File: config.mk
export PLATFORM = sky130hd
export DESIGN_NAME = intr_sequencer_flat
export DESIGN_NICKNAME = d
export VERILOG_FILES = /design/src/rtl/intr_sequencer_if.sv /design/src/rtl/intr_sequencer.sv /design/src/flat_wrapper.sv
export SDC_FILE = /design/constraint.sdc
export NUM_CORES = 1
export LEC_CHECK = 0
export CAP_MARGIN = 20
export CORE_ASPECT_RATIO = 0.9
export CORE_MARGIN = 2
export CORE_UTILIZATION = 36
export DETAILED_ROUTE_END_ITERATION = 8
export GPL_TIMING_DRIVEN = 0
export PLACE_DENSITY = 0.82
export SLEW_MARGIN = 20
export SYNTH_ARGS = -nofsm -noshare
export SYNTH_HDL_FRONTEND = slang
export SYNTH_SLANG_ARGS = --single-unit
File: constraint.sdc
create_clock -name clk -period 1.65 [get_ports clk]
set_clock_uncertainty 0.2 [all_clocks]
set_input_delay 0.495 -clock clk [delete_from_list [all_inputs] [get_ports clk]]
set_output_delay 0.495 -clock clk [all_outputs]
set_load 0.005 [all_outputs]
File: src/rtl/intr_sequencer_if.sv
// ----------------------------------------------------------------------------
// intr_sequencer_if
//   Bus bundle between the interrupt sequencer and the blocks it drives:
//   stack-push handshake, vector-read handshake and the PC overwrite strobe.
//
//   Handshake rule for both push and vector channels: the sequencer raises
//   its req and holds req plus payload (push_data / vec_addr) constant until
//   the responder answers with a one-cycle ack. The transfer completes on the
//   clock edge that samples req=1 and ack=1 together. An ack seen while req
//   is low is meaningless and is dropped by the sequencer.
//
//   master : the sequencer (drives req/payload/pc_load, samples acks)
//   slave  : stack/memory/PC side (drives acks and vec_data)
// ----------------------------------------------------------------------------
interface intr_sequencer_if #(
  parameter int AW = 8
);
  logic          push_req;
  logic [AW-1:0] push_data;
  logic          push_ack;
  logic          vec_req;
  logic [AW-1:0] vec_addr;
  logic          vec_ack;
  logic [AW-1:0] vec_data;
  logic          pc_load;
  logic [AW-1:0] pc_load_val;

  modport master (
    output push_req, push_data, vec_req, vec_addr, pc_load, pc_load_val,
    input  push_ack, vec_ack, vec_data
  );

  modport slave (
    input  push_req, push_data, vec_req, vec_addr, pc_load, pc_load_val,
    output push_ack, vec_ack, vec_data
  );
endinterface

File: src/rtl/intr_sequencer.sv
// ----------------------------------------------------------------------------
// intr_sequencer
//   Sequences ISR entry and exit for the pipelined 8-bit CPU: on a pending
//   interrupt it freezes fetch, drains the pipeline, pushes the return PC,
//   reads the ISR vector, redirects the PC, clears the flag and wakes the
//   core from HLT. Nesting is blocked until RTI retires.
//
// Ports:
//   clk, rst        clock; asynchronous active-low reset
//   intr_flag       pending interrupt (owned by the ports/interrupt block)
//   intr_clear      one-cycle pulse clearing intr_flag
//   hlt / wake      core halted / one-cycle release pulse
//   pipe_busy       instruction still in EX/MEM/WB
//   pc_in           address of next unfetched instruction
//   stall_fetch     freeze PC/IF
//   flush_if        kill IF/ID contents
//   bus             push / vector handshakes and PC load (master modport)
//   rti             RTI retired this cycle
//   in_service      ISR active
//   dbg_state       current FSM state encoding
// ----------------------------------------------------------------------------
module intr_sequencer #(
  parameter int          AW           = 8,
  parameter logic [AW-1:0] VECTOR_ADDR = 'h01,
  parameter int          DRAIN_CYCLES = 3
) (
  input  logic                 clk,
  input  logic                 rst,
  input  logic                 intr_flag,
  output logic                 intr_clear,
  input  logic                 hlt,
  output logic                 wake,
  input  logic                 pipe_busy,
  input  logic [AW-1:0]        pc_in,
  output logic                 stall_fetch,
  output logic                 flush_if,
  intr_sequencer_if.master     bus,
  input  logic                 rti,
  output logic                 in_service,
  output logic [2:0]           dbg_state
);

  localparam int CW = (DRAIN_CYCLES > 1) ? $clog2(DRAIN_CYCLES) : 1;
  localparam logic [CW-1:0] CNT_INIT = CW'(DRAIN_CYCLES - 1);

  typedef enum logic [2:0] {
    IDLE    = 3'd0,
    DRAIN   = 3'd1,
    PUSH    = 3'd2,
    VEC     = 3'd3,
    LOAD    = 3'd4,
    SERVICE = 3'd5
  } state_e;

  state_e        state_q, state_d;
  logic [CW-1:0] cnt_q, cnt_d;
  logic          first_q, first_d;   // marks the first DRAIN cycle for flush_if
  logic [AW-1:0] ret_pc_q, ret_pc_d;
  logic [AW-1:0] vector_q, vector_d;

  logic          push_req;
  logic [AW-1:0] push_data;
  logic          vec_req;
  logic [AW-1:0] vec_addr;
  logic          pc_load;
  logic [AW-1:0] pc_load_val;

  always_ff @(posedge clk or negedge rst) begin
    if (!rst) begin
      state_q  <= IDLE;
      cnt_q    <= '0;
      first_q  <= 1'b0;
      ret_pc_q <= '0;
      vector_q <= '0;
    end else begin
      state_q  <= state_d;
      cnt_q    <= cnt_d;
      first_q  <= first_d;
      ret_pc_q <= ret_pc_d;
      vector_q <= vector_d;
    end
  end

  // Next-state logic. Acks are only looked at in their own state, so stray
  // acks elsewhere fall through the default "hold" assignments.
  always_comb begin
    state_d  = state_q;
    cnt_d    = cnt_q;
    first_d  = 1'b0;
    ret_pc_d = ret_pc_q;
    vector_d = vector_q;
    case (state_q)
      IDLE: begin
        // in_service is always 0 here, so the flag alone starts entry.
        if (intr_flag) begin
          state_d = DRAIN;
          cnt_d   = CNT_INIT;
          first_d = 1'b1;
        end
      end
      DRAIN: begin
        if (cnt_q != '0) cnt_d = cnt_q - CW'(1);
        // Fetch is frozen, so pc_in is the next unfetched instruction.
        if (cnt_q == '0 && !pipe_busy) begin
          ret_pc_d = pc_in;
          state_d  = PUSH;
        end
      end
      PUSH: begin
        if (bus.push_ack) state_d = VEC;
      end
      VEC: begin
        if (bus.vec_ack) begin
          vector_d = bus.vec_data;
          state_d  = LOAD;
        end
      end
      LOAD: state_d = SERVICE;
      SERVICE: begin
        // intr_flag is deliberately not looked at here: no nesting.
        if (rti) state_d = IDLE;
      end
      default: state_d = IDLE;
    endcase
  end

  // Outputs decode the state register only; payloads come from registers,
  // so no ack can reach a req combinationally.
  always_comb begin
    stall_fetch = 1'b0;
    flush_if    = 1'b0;
    push_req    = 1'b0;
    push_data   = '0;
    vec_req     = 1'b0;
    vec_addr    = '0;
    pc_load     = 1'b0;
    pc_load_val = '0;
    intr_clear  = 1'b0;
    wake        = 1'b0;
    in_service  = 1'b0;
    case (state_q)
      DRAIN: begin
        stall_fetch = 1'b1;
        flush_if    = first_q;
      end
      PUSH: begin
        stall_fetch = 1'b1;
        push_req    = 1'b1;
        push_data   = ret_pc_q;
      end
      VEC: begin
        stall_fetch = 1'b1;
        vec_req     = 1'b1;
        vec_addr    = VECTOR_ADDR;
      end
      LOAD: begin
        stall_fetch = 1'b1;
        pc_load     = 1'b1;
        pc_load_val = vector_q;
        intr_clear  = 1'b1;
        wake        = hlt;   // coincides with pc_load so the core resumes at the ISR
      end
      SERVICE: in_service = 1'b1;
      default: ;
    endcase
  end

  assign bus.push_req    = push_req;
  assign bus.push_data   = push_data;
  assign bus.vec_req     = vec_req;
  assign bus.vec_addr    = vec_addr;
  assign bus.pc_load     = pc_load;
  assign bus.pc_load_val = pc_load_val;
  assign dbg_state       = state_q;

endmodule

File: src/flat_wrapper.sv
// flat-port wrapper written by rule: the top's interface ports become plain ports
module intr_sequencer_flat 
#(
  parameter int          AW           = 8,
  parameter logic [AW-1:0] VECTOR_ADDR = 'h01,
  parameter int          DRAIN_CYCLES = 3
)
  (clk, rst, intr_flag, intr_clear, hlt, wake, pipe_busy, pc_in, stall_fetch, flush_if, rti, in_service, dbg_state, bus_push_req, bus_push_data, bus_vec_req, bus_vec_addr, bus_pc_load, bus_pc_load_val, bus_push_ack, bus_vec_ack, bus_vec_data);
  intr_sequencer_if #(.AW(AW)) bus_i ();
  input  logic clk;
  input  logic rst;
  input  logic intr_flag;
  output logic intr_clear;
  input  logic hlt;
  output logic wake;
  input  logic pipe_busy;
  input  logic [AW-1:0] pc_in;
  output logic stall_fetch;
  output logic flush_if;
  input  logic rti;
  output logic in_service;
  output logic [2:0] dbg_state;
  output wire logic [$bits(bus_i.push_req)-1:0] bus_push_req;
  output wire logic [$bits(bus_i.push_data)-1:0] bus_push_data;
  output wire logic [$bits(bus_i.vec_req)-1:0] bus_vec_req;
  output wire logic [$bits(bus_i.vec_addr)-1:0] bus_vec_addr;
  output wire logic [$bits(bus_i.pc_load)-1:0] bus_pc_load;
  output wire logic [$bits(bus_i.pc_load_val)-1:0] bus_pc_load_val;
  input wire logic [$bits(bus_i.push_ack)-1:0] bus_push_ack;
  input wire logic [$bits(bus_i.vec_ack)-1:0] bus_vec_ack;
  input wire logic [$bits(bus_i.vec_data)-1:0] bus_vec_data;
  assign bus_push_req = bus_i.push_req;
  assign bus_push_data = bus_i.push_data;
  assign bus_vec_req = bus_i.vec_req;
  assign bus_vec_addr = bus_i.vec_addr;
  assign bus_pc_load = bus_i.pc_load;
  assign bus_pc_load_val = bus_i.pc_load_val;
  assign bus_i.push_ack = bus_push_ack;
  assign bus_i.vec_ack = bus_vec_ack;
  assign bus_i.vec_data = bus_vec_data;
  intr_sequencer #(.AW(AW), .VECTOR_ADDR(VECTOR_ADDR), .DRAIN_CYCLES(DRAIN_CYCLES)) u_core (.clk(clk), .rst(rst), .intr_flag(intr_flag), .intr_clear(intr_clear), .hlt(hlt), .wake(wake), .pipe_busy(pipe_busy), .pc_in(pc_in), .stall_fetch(stall_fetch), .flush_if(flush_if), .bus(bus_i), .rti(rti), .in_service(in_service), .dbg_state(dbg_state));
endmodule
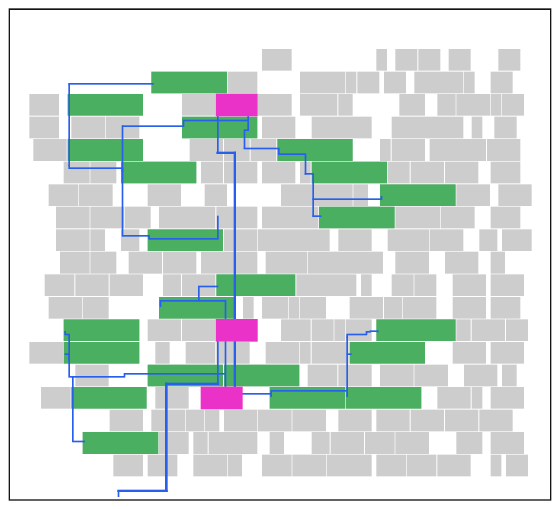
Fig. 1. Clock network drawn from the DEF (run 1).
- green: flip-flops (count 22)
- magenta: cells driving clock nets (count 3)
- blue: clock wires (length 263 um)
- routed clock nets: 4
Skew-Pair Late Insertion Delay: 0.26 ns
clock share of power: 0.102
P_clk: 386 uW

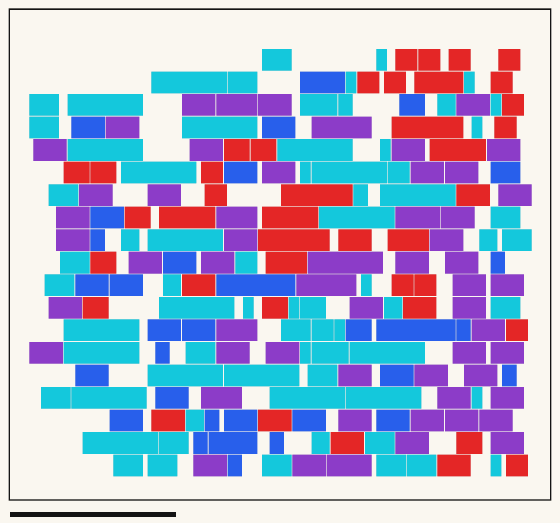
Fig. 2. Cell sizes after repair (run 1).
Bar = 20 um.
- blue: drive 2 (cells 32)
- red: drive 3 to 4 (cells 41)
- purple: drive 6 and up (cells 56)
- cyan: drive 1 or less (cells 70)
design area: 0.00239 mm2
Signal buffers: 97
Syn-to-layout area delta: 97.5%
worst setup margin: -0.541 ns

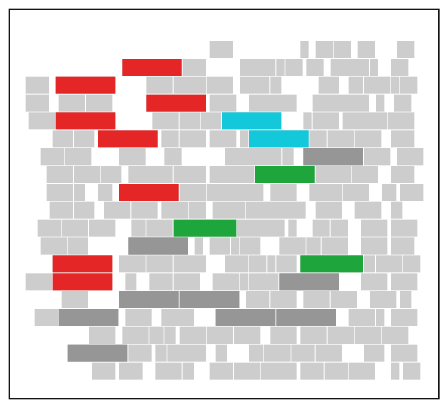
Fig. 3. Sequential cells coloured by netlist name (run 1).
Other sequential cells in the stronger grey, the rest of the logic in the fainter grey.
- red: `u_core.ret_pc_q` (sequential cells 8)
- green: `u_core.dbg_state` (sequential cells 3)
- cyan: `u_core.cnt_q` (sequential cells 2)
- not coloured: 9
Seq area share: 0.231
register area: 553 um2
Finished Core Util: 0.763
Seq group: 970 uW

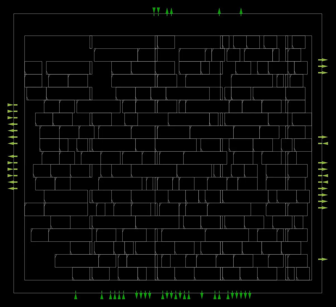
Fig. 4. Cell placement (run 1).
core area: 0.00314 mm2
number of well taps: 42
# fillers: 198

==> impl_metrics.json, run 1 <==
{
  "postPlaceCellArea_mm2": 0.00181,
  "timing.hold.ws_ns": -0.0212,
  "seq_cells": 22,
  "cts_resized": 174,
  "dieWidth_um": 65.2,
  "clk_transition_reported_paths_ns": 0.08,
  "avgRoutedWirePerCell_um": 17.1,
  "cts_tree": "done",
  "top_area_frac": 0.454,
  "max_cap_violations": 0,
  "wl_met1_mm": 1.62,
  "final-setup-viol-count": 39,
  "synth_flops": 22,
  "p_switching_uw": 1290,
  "violations": "negative hold slack, negative setup slack",
  "lay_top_cells": "buf_6, clkdlybuf4s50_1, dfrtp_1",
  "wl_met2_mm": 2.26,
  "hpwlAfterDp_mm": 2.12,
  "vias_per_cell": 4.76,
  "rsz0062_at_grt": "yes",
  "hold_viol_final": 22,
  "highest_layer": "met4",
  "ys_cells": 104,
  "drt_wl_total_mm": 4.12,
  "ys_chip_area_mm2": 0.00121,
  "synth_cells": 104,
  "ys_sh_xor": 0.00722,
  "crit_slowest_cell": "dfrtp_1",
  "track_usage": 0.203,
  "cp_common_cell": "buf_6",
  "dp.cells": 203,
  "remaining_drc_errors": 0,
  "common_cells": "dfrtp_1, mux2_2, and2_1",
  "root_buffer": "clkbuf_8",
  "outcome": "finished, violations left",
  "startpoint_type": "register",
  "synth.cell_area_mm2": 0.00121,
  "finalSetupTns_ns": -12.78,
  "hp-class": "input port to asynchronous set/reset pin",
  "maxSlewViolCount": 0,
  "initial_core_util": 0.386,
  "r2r-end": "u_core.cnt_q[1]",
  "mi_logic_area_um2": 742,
  "cts_sinks": 22,
  "mux_share": 0.149,
  "grt.met1_usage": 0.242,
  "place_congestion": 0.785,
  "fin_crit_ns": 2.19,
  "r2r_setup_slack_ns": -0.10,
  "postSynthSeqShare": 0.454,
  "yosys.area.top_type": "dfrtp_1",
  "n_antenna_cell": 0,
  "multi_input_comb_cells": 74,
  "nClkBuffers": 4,
  "cts_buffers": 3,
  "inv_count": 2,
  "async_flop_share": 1.00,
  "layoutNonFillerInstCount": 241,
  "ys_sh_simple": 0.241,
  "clock.fmax_mhz": 456,
  "ff_type": "dfrtp_1",
  "via_count": 1146,
  "finalWorstSetupSlack_ns": -0.541,
  "power.total_uw": 3770,
  "grtUsageMet2": 0.388,
  "firstDrtPassIters": 4,
  "crit_fanout": 6,
  "nonClkBufAreaFrac": 0.411
}
[run 1: worst max path at each step]
| stage | endpoint | slack (ns) | startpoint | cells past startpoint |
|---|---|---|---|---|
| CTS | bus_push_data[1] | -0.54 | u_core.dbg_state[2] | 6 |
| detailed placement | bus_push_data[5] | -0.67 | u_core.dbg_state[1] | 4 |
| floorplan | bus_push_data[0] | -0.08 | u_core.dbg_state[1] | 3 |
| global placement | bus_push_data[3] | -0.69 | u_core.dbg_state[1] | 4 |
| finish | bus_push_data[1] | -0.54 | u_core.dbg_state[0] | 6 |
| global route | bus_push_data[0] | -0.61 | u_core.dbg_state[0] | 6 |
Fig. 5: run 1, routed metal per tile
Bar = 20 um. 13 x 12 tiles, from dark purple (low) to yellow (high), scaled to the fullest tile. Values are wire area over tile area, all layers added.
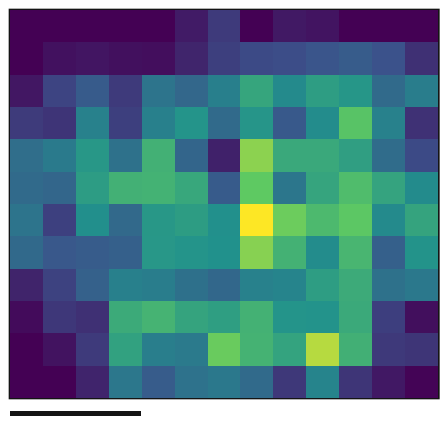

==> run 1 -> run 2 <==
Settings changed: ABC_AREA set to 1, CAP_MARGIN 20 to not set, CORE_UTILIZATION 36 to 37, PLACE_DENSITY 0.82 to 0.83.
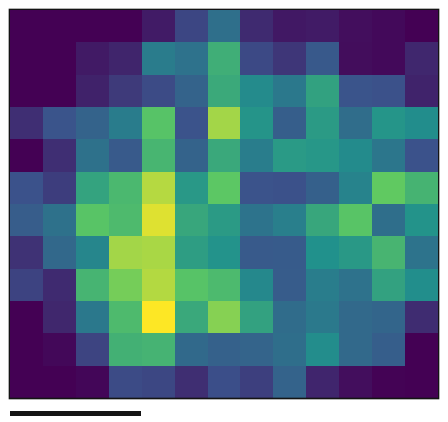
Fig. 6. Routed metal per tile (run 2).
Bar = 20 um. 13 x 12 tiles, from dark purple (low) to yellow (high), scaled to the fullest tile. Values are wire area over tile area, all layers added.
- tiles over half the peak: 30%
- fullest tile: 0.41
- emptiest ninth of the die: north-west
- nearly empty tiles: 12%
- mean over tiles: 0.15
Via Count: 1303
Routed WL: 3.54 mm
Global Route Usage Sum: 0.181
drt wl/cell: 11.9 um

==> run 2 against run 1 <==
Net effect: the flow finishes with violations (negative setup slack); critical path depth increased by 1; cell count increased by 24%; die size increased by 1.0%; setup slack improved by 0.088 ns; cell area decreased by 4.9%; critical path type unchanged; largest power group unchanged.
==> impl_metrics.json, run 2 <==
{
  "layoutNonFillerInstCount": 298,
  "cts_resized": 153,
  "yosys.area.top_type": "dfrtp_1",
  "nonClkBufAreaFrac": 0.375,
  "hpwlAfterDp_mm": 2.00,
  "flop_area_um2": 554,
  "initial_core_util": 0.379,
  "sh_seq_area": 0.243,
  "core_mm2": 0.00333,
  "startpoint_type": "register",
  "ys_chip_area_mm2": 0.00126,
  "firstDrtPassIters": 4,
  "power.total_uw": 3530,
  "ys_cells": 162,
  "p_switching_uw": 1300,
  "top_area_frac": 0.437,
  "cts_buffers": 3,
  "clk_transition_reported_paths_ns": 0.08,
  "fin_crit_ns": 2.10,
  "area_growth_syn_to_layout_pct": 80.7,
  "num_rows": 20,
  "crit_fanout": 5,
  "dp.cells": 263,
  "clock_latency_ns": 0.26,
  "fillCellCount": 279,
  "mi_logic_area_um2": 606,
  "violations": "negative setup slack",
  "final-setup-viol-count": 38,
  "lay_top_cells": "buf_6, inv_1, nor2_1",
  "postSynthSeqShare": 0.437,
  "common_cells": "nor2_1, inv_1, dfrtp_1",
  "cts_tree": "done",
  "n_all_buffers": 95,
  "dieWidth_um": 65.5,
  "clock.fmax_mhz": 475,
  "ff_type": "dfrtp_1",
  "synth_cells": 162,
  "place_congestion": 0.836,
  "synth_flops": 22,
  "hold_viol_final": 0,
  "finalWorstSetupSlack_ns": -0.453,
  "portBuffers": 51,
  "max_cap_violations": 0,
  "nNetsFinal": 280,
  "n_antenna_cell": 0,
  "mux_share": 0,
  "multi_input_comb_cells": 98,
  "crit_slowest_cell": "dfrtp_2",
  "root_buffer": "clkbuf_8",
  "seq_cells": 22,
  "n_tap_cell": 44,
  "synthAoiAreaFrac": 0.105,
  "design_area_mm2": 0.00228,
  "rsz0062_at_grt": "yes",
  "remaining_drc_errors": 0,
  "ys_sh_simple": 0.261,
  "outcome": "finished, violations left",
  "nClkBuffers": 3,
  "async_flop_share": 1.00,
  "timing.hold.ws_ns": 0.300,
  "cp_common_cell": "buf_6",
  "synth.cell_area_mm2": 0.00126,
  "finalSetupTns_ns": -10.61,
  "ys_sh_xor": 0,
  "postPlaceCellArea_mm2": 0.00186
}
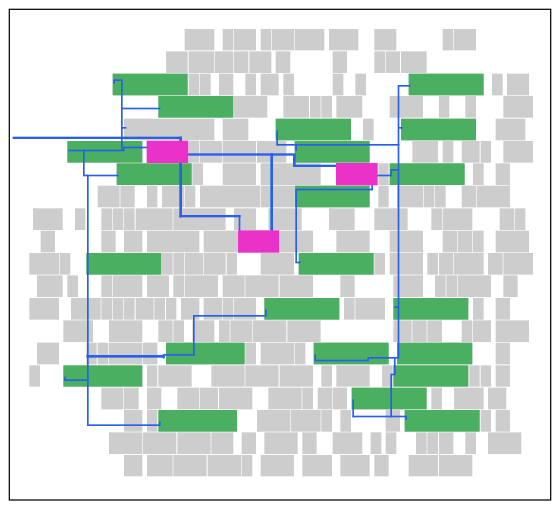
Fig. 7. Clock network drawn from the DEF (run 2).
- green: flip-flops (count 22)
- magenta: cells driving clock nets (count 3)
- blue: clock wires (length 290 um)
- routed clock nets: 4
P_clk: 507 uW
clock share of power: 0.144

-- run 2: layer usage --
metal | GRT usage | part of all wire | wire (um)
met4 | 0.0476 | 0.014 | 51
met5 | 0 | 0 | 0
met3 | 0.0475 | 0.062 | 221
met2 | 0.324 | 0.52 | 1830
met1 | 0.217 | 0.41 | 1440
-- run 2: final timing paths --
path	startpoint	end	slack [ns]	depth (start not counted)
worst max-delay path	u_core.dbg_state[0]	intr_clear	-0.45	7
worst min register to register	u_core.cnt_q[1]	u_core.cnt_q[1]	0.31	1
worst max register to register	u_core.dbg_state[0]	u_core.ret_pc_q[6]	-0.08	9
min in group clk	u_core.cnt_q[1]	u_core.cnt_q[1]	0.31	1
worst min-delay path	rst	u_core.vector_q[5]	0.30	1
max in group asynchronous	rst	u_core.dbg_state[2]	0.29	1
Fig. 8: run 2, cell placement
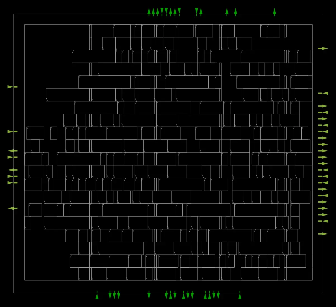

==> run 2 -> run 3 <==
Settings changed: GPL_TIMING_DRIVEN 0 to not set.
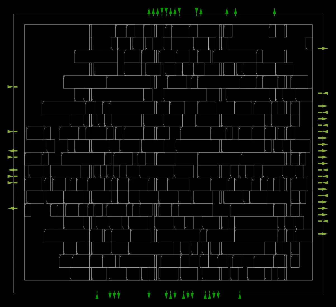
Fig. 9. Cell placement (run 3).
core area: 0.00333 mm2
Non-Filler Instances: 299
number of well taps: 44

==> run 3 against run 2 <==
Net effect: the run still ends with negative setup slack left; first-iteration DRC count increased by 10%; critical path depth shrank 1; non-clock buffer count decreased by 1; global-route usage barely moved; area after synthesis unchanged; cell area increased by 1.8%; sequential share of layout area down 0.42 points; maximum frequency grew 1.4%; combinational power is 8% higher; clock power about the same.
==> impl_metrics.json, run 3 <==
{
  "outcome": "finished, violations left",
  "violations": "negative setup slack",
  "portBuffers": 51,
  "grt.met1_usage": 0.223,
  "synth.cell_area_mm2": 0.00126,
  "num_rows": 20,
  "root_buffer": "clkbuf_8",
  "grt-busiest-layer": "met2",
  "finalWorstSetupSlack_ns": -0.424,
  "cts_buffers": 3,
  "n_all_buffers": 94,
  "power.total_uw": 3710,
  "grtUsageMet2": 0.328,
  "hpwlAfterDp_mm": 2.16,
  "nonClkBufAreaFrac": 0.350,
  "synth_cells": 162,
  "n_antenna_cell": 0,
  "p_switching_uw": 1410,
  "r2r_start": "u_core.dbg_state[0]",
  "hold_viol_final": 0,
  "ys_chip_area_mm2": 0.00126,
  "multi_input_comb_cells": 100,
  "wl_met2_mm": 1.84,
  "remaining_drc_errors": 0,
  "max_cap_violations": 0,
  "area_growth_syn_to_layout_pct": 83.9,
  "pwr-share-clk": 0.136,
  "async_flop_share": 1.00,
  "final_util": 0.696,
  "crit_fanout": 6,
  "crit_cells": 6,
  "postSynthSeqShare": 0.437,
  "synth_flops": 22,
  "mi_logic_area_um2": 693,
  "common_cells": "nor2_1, inv_1, dfrtp_1",
  "vias_per_cell": 4.40,
  "final-setup-viol-count": 33,
  "highest_layer": "met4",
  "via_count": 1317,
  "cts_sinks": 22,
  "yosys.area.top_type": "dfrtp_1",
  "seq_cells": 22,
  "p_seq_uw": 890,
  "inv_count": 35,
  "maxSlewViolCount": 0,
  "clock_latency_ns": 0.26,
  "crit_end": "bus_pc_load_val[3]",
  "fillCellCount": 247,
  "timing.hold.ws_ns": 0.298,
  "r2r-end": "u_core.dbg_state[0]",
  "ys_cells": 162,
  "rsz0062_at_grt": "yes"
}
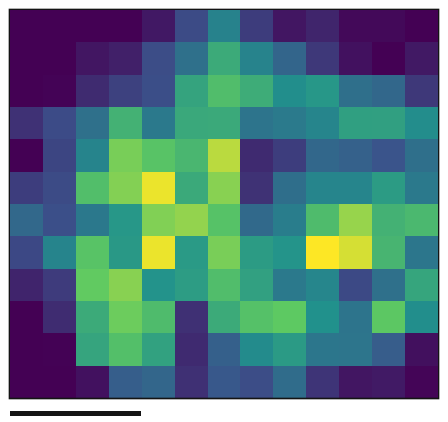
Fig. 10. Routed metal per tile (run 3).
Bar = 20 um. 13 x 12 tiles, from dark purple (low) to yellow (high), scaled to the fullest tile. Values are wire area over tile area, all layers added.
- mean over tiles: 0.15
- densest ninth of the die: centre
- tiles over half the peak: 37%
- emptiest ninth of the die: north-west
Global Route Usage Sum: 0.180
drt wl/cell: 12.4 um

[run 3: netlist changes by cell type in the layout (fill, tap and decap cells not counted), moves of 5 or more]
cell    previous run  this run
nor2_1            26        15
buf_6             29        19
nor2_2             6        16
buf_4             20        25
[run 3: logic make-up (layout without fill, tap and decap cells)]
kind of cell	count (synthesis)	in the layout	share of synthesized area
buf+inv	48	133	0.184
compound gates	20	20	0.105
fa+ha+maj	1	1	0.00993
other cells	1	7	0.00298
simple gates	70	72	0.261
flops	22	22	0.437
[run 3: through the flow]
stage,instance area (um2),cells,worst slack [ns]
after CTS,2100,291,-0.396
after floorplan,1290,168,-0.0310
after global routing,2320,299,-0.489
after detailed placement,1940,273,-0.615
final,2320,299,-0.424
after global placement,1940,273,-0.611
Power is estimated from default activity; no workload was simulated.
